Fig. 1: run 1, gate-type map
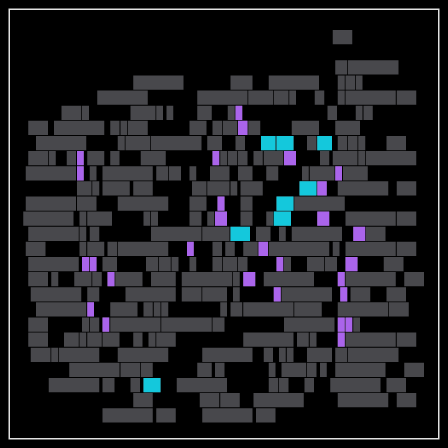
Fig. 2: run 1, pin placement
The bar under the picture is 20 µm long. Pins as bars across the die edge, other pins in gray.
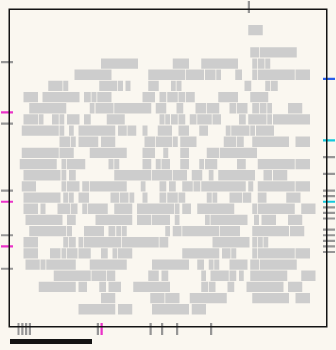
Fig. 3: run 1, signal metal coverage by tile
15 x 15 tiles, from white (low) to dark blue (high), scaled to the fullest tile. Values are wire area over tile area, all layers added.
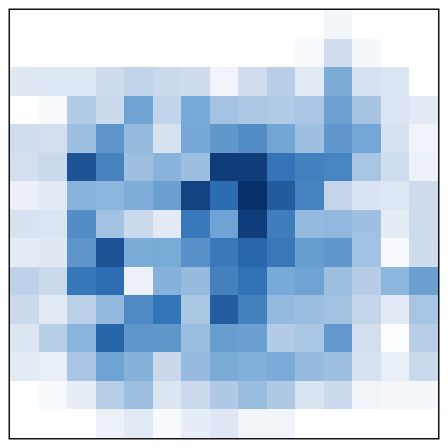
Fig. 4: run 1, a small window of the routed layout
The bar under the picture is 5 µm long. Window x 28 to 48, y 44 to 64 µm. Cells in gray, sequential cells in the stronger gray; small squares are vias.
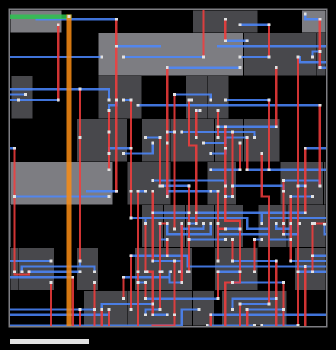
$ cat config.mk
export PLATFORM = sky130hd
export DESIGN_NAME = rw_sched
export DESIGN_NICKNAME = d
export VERILOG_FILES = /design/src/rtl/rw_sched_pkg.sv /design/src/rtl/rw_sched_rr_arb.sv /design/src/rtl/rw_sched.sv
export SDC_FILE = /design/constraint.sdc
export NUM_CORES = 1
export LEC_CHECK = 0
export ABC_CLOCK_PERIOD_IN_PS = 5800
export CAP_MARGIN = 30
export CORE_MARGIN = 2
export CORE_UTILIZATION = 45
export CTS_BUF_LIST = sky130_fd_sc_hd__clkbuf_4 sky130_fd_sc_hd__clkbuf_8
export DETAILED_ROUTE_END_ITERATION = 10
export GPL_ROUTABILITY_DRIVEN = 0
export PLACE_DENSITY = 0.68
export SLEW_MARGIN = 0
export SYNTH_ARGS = -nofsm -noshare
export SYNTH_HDL_FRONTEND = slang
export SYNTH_SLANG_ARGS = --single-unit
$ cat constraint.sdc
create_clock -name clk -period 5.8 [get_ports clk]
set_clock_uncertainty 0.1 [all_clocks]
set_input_delay 0.87 -clock clk [delete_from_list [all_inputs] [get_ports clk]]
set_output_delay 0.87 -clock clk [all_outputs]
set_load 0.03 [all_outputs]
$ cat src/rtl/rw_sched_pkg.sv
// Shared types for the rw_sched request scheduler: FSM state and operation type.
package rw_sched_pkg;

  typedef enum logic [1:0] {
    IDLE  = 2'd0,
    ISSUE = 2'd1,
    WAIT  = 2'd2
  } state_e;

  typedef enum logic {
    OP_RD = 1'b0,
    OP_WR = 1'b1
  } op_e;

endpackage

$ cat src/rtl/rw_sched_rr_arb.sv
// NCH-way round-robin arbiter; the pointer moves to one past the grant when adv_i is strobed.
module rw_sched_rr_arb
  import rw_sched_pkg::*;
#(
  parameter int NCH = 4,
  localparam int CHW = $clog2(NCH)
) (
  input  logic           clk,
  input  logic           rst,
  input  logic [NCH-1:0] req_i,
  input  logic           adv_i,
  output logic [CHW-1:0] gnt_idx_o,
  output logic           gnt_any_o
);

  logic [CHW-1:0] ptr_q;
  logic [CHW-1:0] lo_idx, hi_idx;
  logic           lo_any, hi_any;

  // Descending scan: the last hit is the lowest index, overall and at/after the pointer.
  always_comb begin
    lo_idx = '0;
    lo_any = 1'b0;
    hi_idx = '0;
    hi_any = 1'b0;
    for (int i = NCH - 1; i >= 0; i--) begin
      if (req_i[i]) begin
        lo_idx = CHW'(i);
        lo_any = 1'b1;
        if (CHW'(i) >= ptr_q) begin
          hi_idx = CHW'(i);
          hi_any = 1'b1;
        end
      end
    end
  end

  assign gnt_idx_o = hi_any ? hi_idx : lo_idx;
  assign gnt_any_o = lo_any;

  always_ff @(posedge clk or posedge rst) begin
    if (rst) begin
      ptr_q <= '0;
    end else if (adv_i) begin
      ptr_q <= (gnt_idx_o == CHW'(NCH - 1)) ? '0 : gnt_idx_o + CHW'(1);
    end
  end

endmodule

$ cat src/rtl/rw_sched.sv
// Round-robin read/write scheduler with a per-request deadline of MAX_LAT cycles.
// Define RW_SCHED_STICKY_IRQ_EN to make interrupt bits sticky until irq_clr.
module rw_sched
  import rw_sched_pkg::*;
#(
  parameter int NCH = 4,
  parameter int MAX_LAT = 5,
  localparam int CHW = $clog2(NCH)
) (
  input  logic           clk,
  input  logic           rst,
  input  logic [NCH-1:0] read,
  input  logic [NCH-1:0] write,
  output logic [NCH-1:0] rd_served,
  output logic [NCH-1:0] wr_served,
  output logic [NCH-1:0] interrupt,
  input  logic [NCH-1:0] irq_clr,
  output logic           proto_err,
  output logic           op_valid,
  input  logic           op_ready,
  output logic           op_write,
  output logic [CHW-1:0] op_ch,
  input  logic           op_done,
  output logic           op_abort
);

  localparam int AGEW = $clog2(MAX_LAT + 1);
  // Timing out as age becomes MAX_LAT-1 keeps every request resolved within MAX_LAT cycles.
  localparam logic [AGEW-1:0] TO_AGE = AGEW'(MAX_LAT - 2);

  logic [NCH-1:0]  read_q, write_q;
  logic [NCH-1:0]  pend_q, pend_d;
  logic [AGEW-1:0] age_q [NCH];
  logic [AGEW-1:0] age_d [NCH];
  op_e             op_q  [NCH];
  op_e             op_d  [NCH];
  logic [NCH-1:0]  irq_q, irq_d;
  logic            proto_err_q, proto_err_d;

  state_e          state_q;
  logic [CHW-1:0]  ch_q;
  logic            op_valid_q, op_write_q, op_abort_q;
  logic [NCH-1:0]  rd_served_q, wr_served_q;

  logic [NCH-1:0]  both, rise, wr_rise, cap, cur_oh, done_vec, to_hit, to_fire, arb_req;
  logic [CHW-1:0]  arb_idx;
  logic            arb_any, arb_adv;

  assign both     = read & write;
  assign wr_rise  = write & ~write_q;
  assign rise     = (read & ~read_q) | wr_rise;
  assign cap      = rise & ~both & ~pend_q;
  assign cur_oh   = NCH'(1) << ch_q;
  assign done_vec = (state_q == WAIT && op_done) ? cur_oh : '0;
  assign to_fire  = to_hit & ~done_vec;

  always_comb begin
    to_hit = '0;
    for (int i = 0; i < NCH; i++) begin
      to_hit[i] = pend_q[i] && (age_q[i] == TO_AGE);
    end
  end

  always_comb begin
    pend_d      = (pend_q & ~to_hit & ~done_vec) | cap;
    proto_err_d = (|both) | (|(rise & pend_q));
    for (int i = 0; i < NCH; i++) begin
      age_d[i] = age_q[i];
      op_d[i]  = op_q[i];
      if (cap[i]) begin
        age_d[i] = '0;
        op_d[i]  = wr_rise[i] ? OP_WR : OP_RD;
      end else if (pend_q[i]) begin
        age_d[i] = age_q[i] + AGEW'(1);
      end
    end
  end

`ifdef RW_SCHED_STICKY_IRQ_EN
  assign irq_d = to_fire | (irq_q & ~irq_clr);
`else
  logic unused_irq_clr;
  assign unused_irq_clr = |irq_clr;
  assign irq_d = to_fire;
`endif

  always_ff @(posedge clk or posedge rst) begin
    if (rst) begin
      read_q      <= '0;
      write_q     <= '0;
      pend_q      <= '0;
      irq_q       <= '0;
      proto_err_q <= 1'b0;
      for (int i = 0; i < NCH; i++) begin
        age_q[i] <= '0;
        op_q[i]  <= OP_RD;
      end
    end else begin
      read_q      <= read;
      write_q     <= write;
      pend_q      <= pend_d;
      irq_q       <= irq_d;
      proto_err_q <= proto_err_d;
      for (int i = 0; i < NCH; i++) begin
        age_q[i] <= age_d[i];
        op_q[i]  <= op_d[i];
      end
    end
  end

  // Outside IDLE the offered channel is the only request, so an accept advances past it.
  assign arb_req = (state_q == IDLE) ? (pend_q & ~to_hit) : cur_oh;
  assign arb_adv = (state_q == ISSUE) && op_ready && !to_hit[ch_q];

  rw_sched_rr_arb #(.NCH(NCH)) u_arb (
    .clk       (clk),
    .rst       (rst),
    .req_i     (arb_req),
    .adv_i     (arb_adv),
    .gnt_idx_o (arb_idx),
    .gnt_any_o (arb_any)
  );

  always_ff @(posedge clk or posedge rst) begin
    if (rst) begin
      state_q     <= IDLE;
      ch_q        <= '0;
      op_valid_q  <= 1'b0;
      op_write_q  <= 1'b0;
      op_abort_q  <= 1'b0;
      rd_served_q <= '0;
      wr_served_q <= '0;
    end else begin
      op_abort_q  <= 1'b0;
      rd_served_q <= '0;
      wr_served_q <= '0;
      unique case (state_q)
        IDLE: begin
          if (arb_any) begin
            state_q    <= ISSUE;
            ch_q       <= arb_idx;
            op_valid_q <= 1'b1;
            op_write_q <= (op_q[arb_idx] == OP_WR);
          end
        end
        ISSUE: begin
          if (to_hit[ch_q]) begin
            state_q    <= IDLE;
            op_valid_q <= 1'b0;
            op_abort_q <= 1'b1;
            ch_q       <= '0;
            op_write_q <= 1'b0;
          end else if (op_ready) begin
            state_q    <= WAIT;
            op_valid_q <= 1'b0;
          end
        end
        WAIT: begin
          if (op_done) begin
            if (op_write_q) wr_served_q <= cur_oh;
            else            rd_served_q <= cur_oh;
            state_q    <= IDLE;
            ch_q       <= '0;
            op_write_q <= 1'b0;
          end else if (to_hit[ch_q]) begin
            state_q    <= IDLE;
            op_abort_q <= 1'b1;
            ch_q       <= '0;
            op_write_q <= 1'b0;
          end
        end
        default: state_q <= IDLE;
      endcase
    end
  end

  assign rd_served = rd_served_q;
  assign wr_served = wr_served_q;
  assign interrupt = irq_q;
  assign proto_err = proto_err_q;
  assign op_valid  = op_valid_q;
  assign op_write  = op_write_q;
  assign op_ch     = ch_q;
  assign op_abort  = op_abort_q;

endmodule

==> qor.txt, run 1 <==
Crit path largest cell delay - 0.46 ns
ys flops - 50
Worst Path Arrival - 2.87 ns
CP Class - reg -> reg
GR Overflow Total - 0
Reg2Reg Depth - 8
and+or+nand+nor area frac - 0.161
Buf+Inv Stages, Crit Path - 1
Net Sw Power - 0.549 mW
vias in the first global route - 1710
Data buffer area share - 0.109
cell-by-cell trace of the critical path - inv_1, ha_1, or3b_4, a222oi_1, o21bai_1, and3_4, ha_1, mux2_2
Synth Seq Share - 0.522
core footprint - 5110 µm²
Dominant comb cell - AND-OR/OR-AND gates
HPWL after DPL - 3.37 mm
M3 GR Usage - 0.0400
CTS Buf Count - 5
Cell Area, Synth - 2400 µm²
layout cells sized above 1 - 0.0449
Seq/total area - 0.438
ao+oa area frac - 0.161
sequential power share - 0.408
hold endpoint - op_q[3]
yosys warns - 0
First-pass DRT Iterations - 4
DRT met1 WL - 2.12 mm
pwr dens - 493 nW/µm²
initial antenna violation count - 0
Post-CTS Setup Bufs - 0
Setup crit end - u_arb.ptr_q[1]
Starting DRT DRC Count - 109
clk cell area share - 0.0394
H-tree depth - 2
area occupied by registers - 1250 µm²
# setup viols final - 0
number of clock-tree buffers in the layout - 6
most instantiated logic cells after routing - 50 x dfrtp_1, 29 x clkdlybuf4s50_1, 25 x nand2_1
Logic cell area - 1010 µm²
status - finished clean
Top Consumer - combinational cells
Multi-In Gates - 157
Log Warnings - 33
routed wl met3 - 190 µm
flip-flops with a built-in enable - 0
-- Fig. 1 (at the start) --
- NOR gates: purple (cells 28)
- AND-OR and OR-AND gates: cyan (cells 8)
Comb/total area: 0.353
most numerous logic cell after layout: dfrtp_1
Non-Filler Instances: 337

-- Fig. 2 (at the start) --
- op_ch: cyan (pins 2; direction output; edge right)
- op_valid: blue (pins 1; direction output; edge right)
- write: magenta (pins 4; direction input; edge 3 left, 1 bottom)
Vert. Die Dim: 77.0 µm
die x size: 77.0 µm
Port Buffers: 29

-- Fig. 3 (at the start) --
- tiles over half the peak: 23%
- emptiest ninth of the die: upper left
- fullest tile: 0.38
- nearly empty tiles: 17%
- mean over tiles: 0.12
Routed Wire Length: 4.51 mm
GR Util All Layers: 0.170
WL per Instance: 13.4 µm

-- Fig. 4 (at the start) --
- metal 3: green
- metal 4: orange
- metal 2: red
- metal 1: blue
- most frequent: a21oi_1 (3), inv_1 (3)
- cells with their middle in the window: 31
- netlist names of flops here include: pend_q (1), u_arb.ptr_q (1)
- sequential cells in the window: 2

-- run 1: through the flow --
| stage | worst slack, ns | power, mW | util | hold WS [ns] | cell area (µm²) |
|---|---|---|---|---|---|
| 3_5_place_dp | 3.07 | 1.17 | 0.537 | 0.334 | 2740 |
| 2_1_floorplan | 3.30 | 1.03 | - | 0.320 | 2400 |
| 5_1_grt | 2.72 | 1.54 | 0.559 | 0.378 | 2860 |
| 4_1_cts | 3.05 | 1.42 | 0.559 | 0.349 | 2860 |
| 6_report | 3.02 | 1.41 | 0.559 | 0.360 | 2860 |
| 3_3_place_gp | 3.12 | 1.15 | 0.533 | 0.332 | 2720 |
-- run 1: sequential cells by signal (all words and copies together), names as in the netlist, 4 cells and up --
register,flops
op_q,4
rd_served,4
wr_served,4
age_q,12
interrupt,4
read_q,4
write_q,4
pend_q,4
Fig. 5: run 1, the clock network
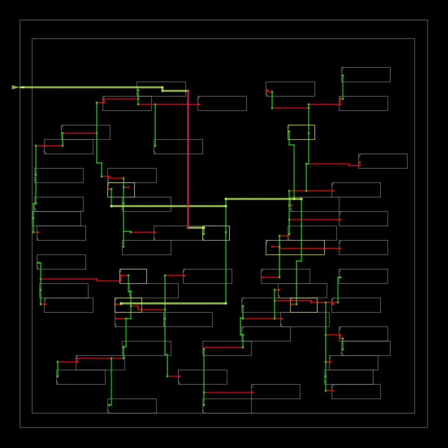

--- run 2 (diff from run 1) ---
--- a/config.mk
+++ b/config.mk
@@ -5,7 +5,7 @@
 export SDC_FILE = /design/constraint.sdc
 export NUM_CORES = 1
 export LEC_CHECK = 0
-export ABC_CLOCK_PERIOD_IN_PS = 5800
+export ABC_CLOCK_PERIOD_IN_PS = 2900
 export CAP_MARGIN = 30
 export CORE_MARGIN = 2
 export CORE_UTILIZATION = 45
==> constraint.sdc (replaced) <==
create_clock -name clk -period 2.9 [get_ports clk]
set_clock_uncertainty 0.1 [all_clocks]
set_input_delay 0.435 -clock clk [delete_from_list [all_inputs] [get_ports clk]]
set_output_delay 0.435 -clock clk [all_outputs]
set_load 0.03 [all_outputs]
Fig. 6: run 2, the clock network
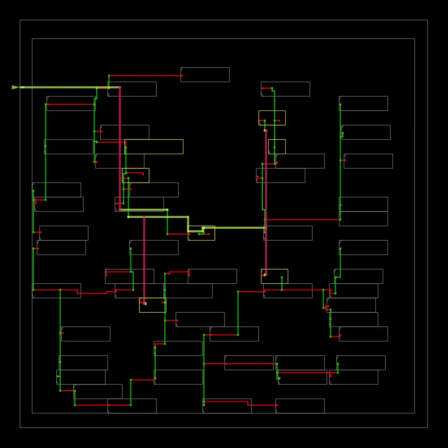
registers: 50
clock tree sinks: 50
Clk. pwr: 0.474 mW

Fig. 7: run 2, gate-type map
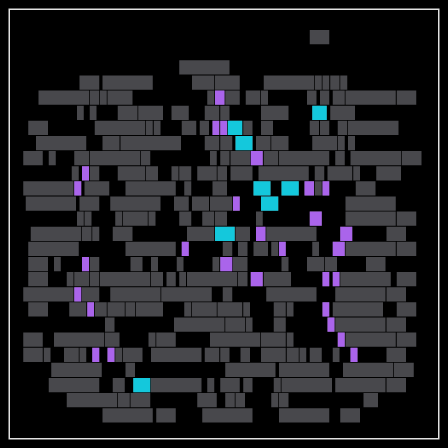
- NOR gates: purple (cells 28)
- AND-OR and OR-AND gates: cyan (cells 8)

==> run 2 against run 1 <==
  * Count of clock-buffer cells in the layout shrank 1
  * Area after synthesis is the same
  * First-iteration DRC count fell by 35%
  * Critical path type unchanged
  * Largest cell class unchanged
==> qor.txt, run 2 <==
status - finished clean
H-tree depth - 2
DRT met1 WL - 2.09 mm
Log Warnings - 33
CTS Buf Count - 5
most instantiated logic cells after routing - 50 x dfrtp_1, 29 x clkdlybuf4s50_1, 25 x nand2_1
ys flops - 50
Buf+Inv Stages, Crit Path - 1
and+or+nand+nor area frac - 0.161
Cell Area, Synth - 2400 µm²
flip-flops with a built-in enable - 0
Place WS - 0.297 ns
Port Buffers - 29
Setup crit end - u_arb.ptr_q[1]
GR Util All Layers - 0.166
Top Consumer - combinational cells
routed wl met3 - 168 µm
CP Class - reg -> reg
core footprint - 5110 µm²
HPWL after DPL - 3.26 mm
Power Total - 2.83 mW
vias in the first global route - 1705
max reg flops - 12
initial antenna violation count - 0
yosys warns - 0
pwr dens - 988 nW/µm²
Layout Utilization - 0.560
Synth Seq Share - 0.522
Reg2Reg Depth - 8
Starting DRT DRC Count - 71
Routed Wire Length - 4.44 mm
Fig. 8: run 2, signal metal coverage by tile
15 x 15 tiles, from white (low) to dark blue (high), scaled to the fullest tile. Values are wire area over tile area, all layers added.
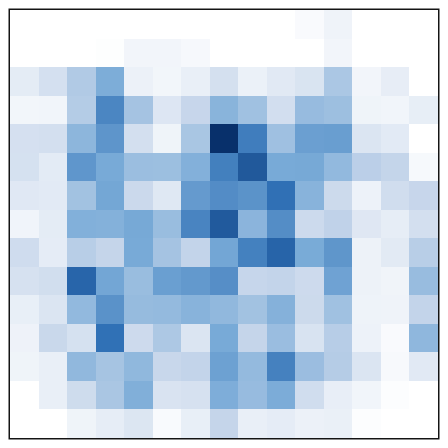
- nearly empty tiles: 15%
- mean over tiles: 0.12
- emptiest ninth of the die: upper right
- fullest tile: 0.45
- densest ninth of the die: center
- tiles over half the peak: 16%

-- run 2: netlist changes by cell type in the layout (fill, tap and decap cells not counted) --
cell | previous run | this run
clkbuf_8 | 6 | 5
buf_4 | 0 | 4
clkinv_4 | 0 | 1
buf_12 | 1 | 0
-- run 2: layout make-up --
class                   count  area share
clock buffers               5      0.0241
clock inverters             2      0.0136
inverters                  23      0.0302
multi-input cells         157       0.352
flip-flops and latches     50       0.437
well taps                  70      0.0306
repair buffers             33       0.112
-- run 2: how the worst min path moves through the flow --
stage	end	slack [ns]	cells past startpoint
after detailed placement	op_q[0]	0.34	1
after global placement	op_q[1]	0.33	1
final	op_q[0]	0.35	1
after floorplan	op_q[0]	0.32	1
after CTS	op_q[3]	0.35	1
after global routing	op_q[0]	0.36	1
Fig. 9: run 2, pin placement
The bar under the picture is 20 µm long. Pins as bars across the die edge, other pins in gray.
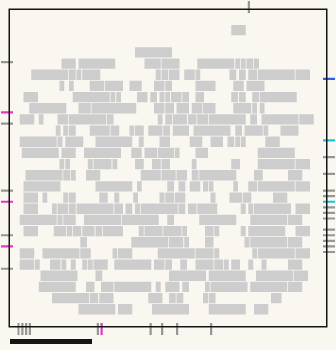

--- run 3 (diff from run 2) ---
--- a/config.mk
+++ b/config.mk
@@ -13,6 +13,7 @@
 export DETAILED_ROUTE_END_ITERATION = 10
 export GPL_ROUTABILITY_DRIVEN = 0
 export PLACE_DENSITY = 0.68
+export REMOVE_ABC_BUFFERS = 1
 export SLEW_MARGIN = 0
 export SYNTH_ARGS = -nofsm -noshare
 export SYNTH_HDL_FRONTEND = slang
Fig. 10: run 3, pin placement
The bar under the picture is 20 µm long. Pins as bars across the die edge, other pins in gray.
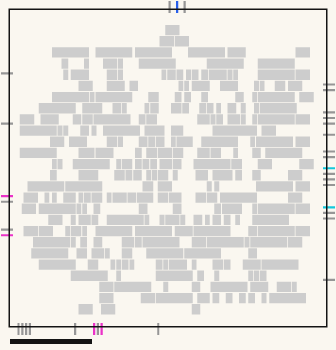
- write: magenta (pins 4; direction input; edge 2 bottom, 2 left)
- op_ch: cyan (pins 2; direction output; edge right)
- op_valid: blue (pins 1; direction output; edge top)
- all pins by edge: 16 right, 9 bottom, 6 left, 3 top

Fig. 11: run 3, signal metal coverage by tile
15 x 15 tiles, from white (low) to dark blue (high), scaled to the fullest tile. Values are wire area over tile area, all layers added.
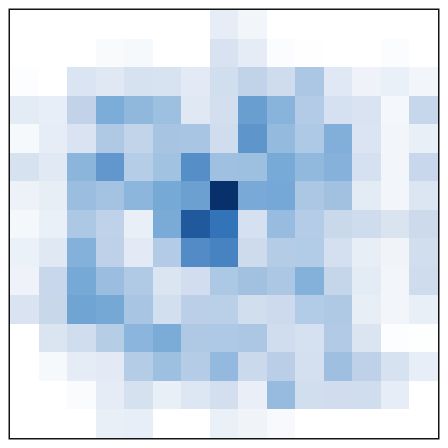
- tiles over half the peak: 6.7%
- mean over tiles: 0.12
- fullest tile: 0.55
- densest ninth of the die: center
- nearly empty tiles: 19%

==> run 3 against run 2 <==
  * Non-clock buffer count increased by 2
  * Register-to-register slack about the same
  * Synthesized cell count unchanged
==> qor.txt, run 3 <==
M3 GR Usage - 0.0341
DRT met1 WL - 2.19 mm
# setup viols final - 0
hold endpoint - op_q[1]
CP Class - reg -> reg
flip-flops with a built-in enable - 0
TAP cells - 70
initial antenna violation count - 0
First-pass DRT Iterations - 4
yosys warns - 0
most instantiated logic cells after routing - 50 x dfrtp_1, 29 x clkdlybuf4s50_1, 25 x nand2_1
Post-CTS Setup Bufs - 0
area occupied by registers - 1250 µm²
Log Warnings - 32
Reg2Reg Depth - 8
most numerous logic cell after layout - dfrtp_1
Vert. Die Dim - 77.0 µm
ys flops - 50
max reg flops - 12
Logic cell area - 1010 µm²
Data buffer area share - 0.116
core footprint - 5110 µm²
Non-Clock Inverter Count - 23
Buf+Inv Stages, Crit Path - 1
H-tree depth - 2
post-layout instance area - 2880 µm²
Layout Utilization - 0.564
Cell Area, Synth - 2400 µm²
routed wl met3 - 222 µm
GR Util All Layers - 0.159
registers - 50
Post-DP Area - 2770 µm²
Routed Wire Length - 4.43 mm
clk cell area share - 0.0395
hold_ws - 0.360 ns
status - finished clean
clock tree sinks - 50
Fig. 12: run 3, the clock network
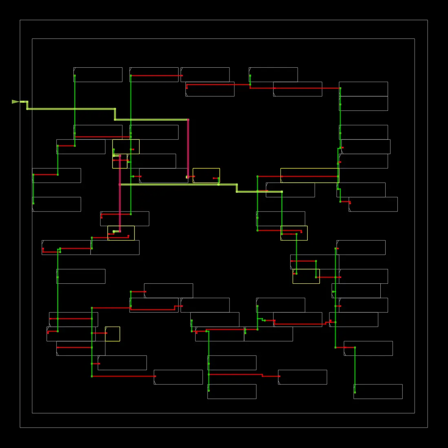
number of clock-tree buffers in the layout: 5
CTS Buf Count: 5
Clk. pwr: 0.483 mW
clock latency on the worst-skew pair: 0.30 ns

==> run 3: netlist changes by cell type in the layout (fill, tap and decap cells not counted), sizes merged <==
cell / change
buf: +2
clkinv: -1
clkinvlp: +2
==> run 3: where the power goes <==
| group | switching [mW] | internal (mW) | total, mW | leakage [nW] |
|---|---|---|---|---|
| clock network | 0.227 | 0.256 | 0.483 | 0.0504 |
| logic | 0.675 | 0.565 | 1.24 | 0.686 |
| registers | 0.208 | 0.910 | 1.12 | 0.628 |
==> run 3: cell families after synthesis <==
group	Yosys count	share of synthesized area
AND/OR/NAND/NOR	78	0.161
AND-OR/OR-AND	59	0.161
flip-flops	50	0.522
buffers and inverters	32	0.0574
adder cells (fa/ha/maj)	13	0.0679
multiplexers	7	0.0298
No activity file was given, so power comes from the tool's default toggle rates.
